Figure 1. Clock distribution (run 1).
The bar under the picture is 50 um long.
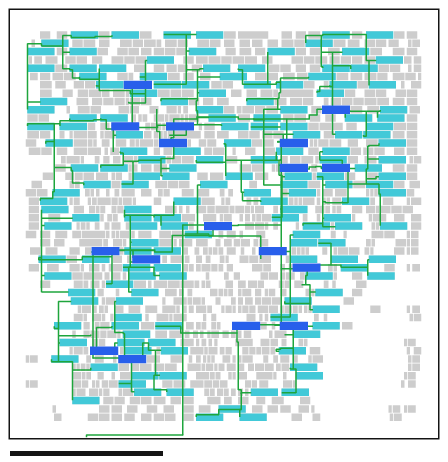
Figure 2. Where the registers sit (run 1).
Other sequential cells in the stronger grey, the rest of the logic in the fainter grey.
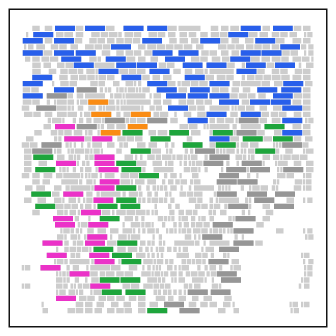
Figure 3. Metal layers overlaid (run 1).
The bar under the picture is 50 um long.
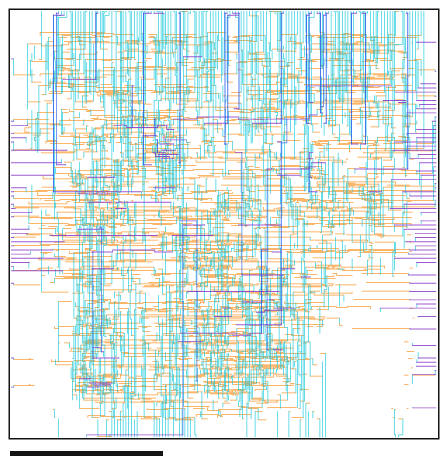
==> config.mk <==
export PLATFORM = sky130hd
export DESIGN_NAME = axi4_frame_reader
export DESIGN_NICKNAME = d
export VERILOG_FILES = /design/src/rtl/axi4_frame_reader.sv
export SDC_FILE = /design/constraint.sdc
export NUM_CORES = 1
export LEC_CHECK = 0
export CORE_MARGIN = 5
export CORE_UTILIZATION = 50
export DETAILED_ROUTE_END_ITERATION = 8
export GPL_TIMING_DRIVEN = 0
export HOLD_SLACK_MARGIN = 0.06
export PLACE_DENSITY = 0.85
export SKIP_LAST_GASP = 1
export SLEW_MARGIN = 20
export SYNTH_ARGS = -nofsm -noshare
export SYNTH_HDL_FRONTEND = slang
export SYNTH_SLANG_ARGS = --single-unit
export TNS_END_PERCENT = 100
==> constraint.sdc <==
create_clock -name clk_100Mhz -period 17.37 [get_ports clk_100Mhz]
set_input_delay 3.474 -clock clk_100Mhz [delete_from_list [all_inputs] [get_ports clk_100Mhz]]
set_output_delay 3.474 -clock clk_100Mhz [all_outputs]
set_load 0.01 [all_outputs]
==> out/metrics.yaml, run 1 <==
nets: 1202
ctsResizeCount: 0
finalSetupViolCount: 0
cp-start-kind: "input pin"
clockBufferDepth: 2
wl_met1_um: 9980
firstDrtPassIters: 5
grt_pass1_vias: 7073
p_comb_share_pct: 45.4
clk_pin_slew_ps: 60
bufAreaShareNonClock_pct: 23.0
fin_cells: 1299
fin_area_sq_mm: 0.0118
grt.busiest_layer: "met2"
critPathArrivalTime_ps: 5780
port_buffers: 232
min_path_type: "reg -> reg"
grt_util_met1_pct: 31.3
clockNetworkAreaShare_pct: 5.05
top_layer: "met4"
hpwl_um: 18500
nFillCells: 1216
top_area_cell_class: "registers"
slew_headroom_pct: 25.8
drive_gt1_share_pct: 16.5
layout_setup_ws_ps: 11930
rsz0062_at_grt: "false"
simple_gate_share_pct: 12.8
die_w_um: 140
logic_gates: 560
outcome: "complete, no violations"
p_total_mw: 1.89
critPathMaxStageDelay_ps: 890
fin_tns_setup_ps: 0
finalClockPeriodUsage_pct: 31.3
mostFrequentLayoutCell: "clkdlybuf4s50_1"
ys_ff: 166
power_density_mw_per_mm2: 160
-- Figure 1 (at the start) --
Key: blue = clock drivers [count 17]; green = clock wires [length 1,950 um]; cyan = flip-flops [count 166]
There are 18 routed clock nets. Position of the flops: widely spread.
P_clk: 0.382 mW
Worst-Skew Late Latency: 430 ps
Setup Skew: 10.6 ps
clock share of power: 20.3%

-- Figure 2 (at the start) --
Key: green = r_base [placed flops 32]; orange = r_beat_cnt [placed flops 5]; blue = out_data [placed flops 64, where a horizontal strip, top]; magenta = ADDR_OFFSET [placed flops 25]
Final Core Density: 71.1%
storage element area: 0.00415 sq mm
Seq/total area: 35.2%
Power Sequential: 0.649 mW

-- Figure 3 (at the start) --
Key: cyan = metal 2 [wire length 11,700 um]; orange = metal 1 [wire length 9,980 um]; blue = metal 4 [wire length 1,100 um]; purple = metal 3 [wire length 1,280 um]
mean routed wirelength per cell: 18.5 um
vias: 6,927

Figure 4. Clock routing (run 1).
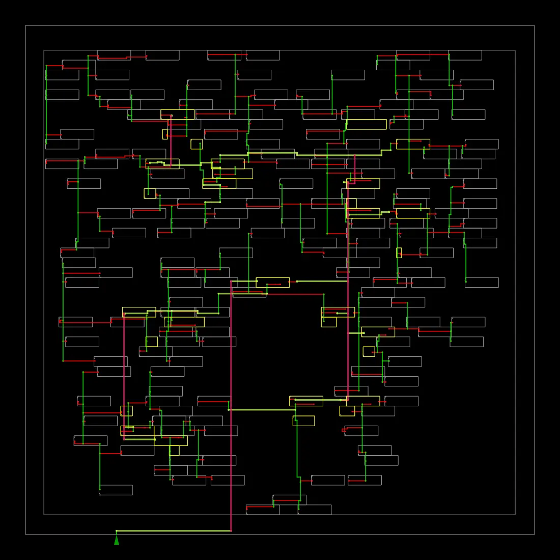

==> run 1 -> run 2 <==
--- a/config.mk
+++ b/config.mk
@@ -6,11 +6,11 @@
 export NUM_CORES = 1
 export LEC_CHECK = 0
 export CORE_MARGIN = 5
-export CORE_UTILIZATION = 50
+export CORE_UTILIZATION = 47
 export DETAILED_ROUTE_END_ITERATION = 8
 export GPL_TIMING_DRIVEN = 0
 export HOLD_SLACK_MARGIN = 0.06
-export PLACE_DENSITY = 0.85
+export PLACE_DENSITY = 0.8
 export SKIP_LAST_GASP = 1
 export SLEW_MARGIN = 20
 export SYNTH_ARGS = -nofsm -noshare
==> constraint.sdc (replaced) <==
create_clock -name clk_100Mhz -period 5.6 [get_ports clk_100Mhz]
set_input_delay 1.12 -clock clk_100Mhz [delete_from_list [all_inputs] [get_ports clk_100Mhz]]
set_output_delay 1.12 -clock clk_100Mhz [all_outputs]
set_load 0.01 [all_outputs]
Figure 5. Clock routing (run 2).
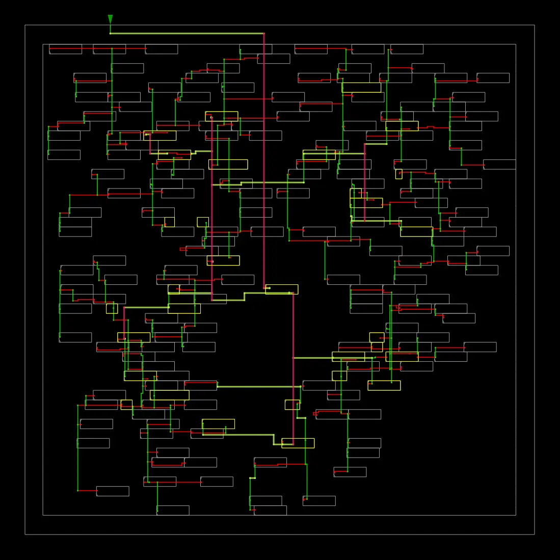
P_clk: 1.24 mW
cts bufs inserted: 17

Figure 6. Clock distribution (run 2).
The bar under the picture is 50 um long.
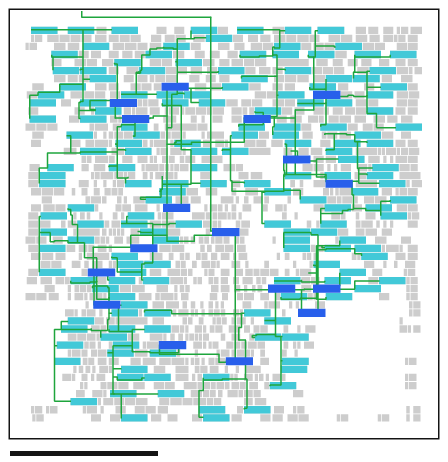
Key: green = clock wires [length 2,070 um]; blue = clock drivers [count 17]; cyan = flip-flops [count 166]
There are 18 routed clock nets.
clock share of power: 20.9%
Setup Skew: 12.0 ps

==> run 2 against run 1 <==
Clock skew increased by 1.4 ps. Largest cell class unchanged. Die size grew 5.9%. Design area up 0.84%. Critical path type is now reg -> out.
==> out/metrics.yaml, run 2 <==
dr_total_vias: 6888  # -0.56%
grt.busiest_layer: "met2"
critPathMaxStageDelay_ps: 620  # -270 ps
wire_per_inst_um: 18.3  # -1.4%
logic_gates: 560  # unchanged
seq_power_mw: 2.01  # +210%
mostFrequentLayoutCell: "clkdlybuf4s50_1"
simple_gate_share_pct: 12.8  # unchanged
port_buffers: 232  # unchanged
critPathArrivalTime_ps: 1620  # -4160 ps
fin_tns_setup_ps: 0  # unchanged
rsz0062_at_grt: "false"
outcome: "complete, no violations"
top_area_cell_class: "registers"
drive_gt1_share_pct: 17.1  # +0.51 points
clockBufferDepth: 2  # unchanged
wl_met1_um: 10200  # +2.1%
min_path_type: "reg -> reg"
clkLatencyLatePin_ps: 430  # about the same
die_w_um: 144  # +2.9%
nets: 1206  # +0.33%
finalSetupViolCount: 0  # unchanged
hpwl_um: 18600  # +0.48%
finalClockPeriodUsage_pct: 48.9
Power figures rest on the tool's default switching activity, not on a simulated workload.
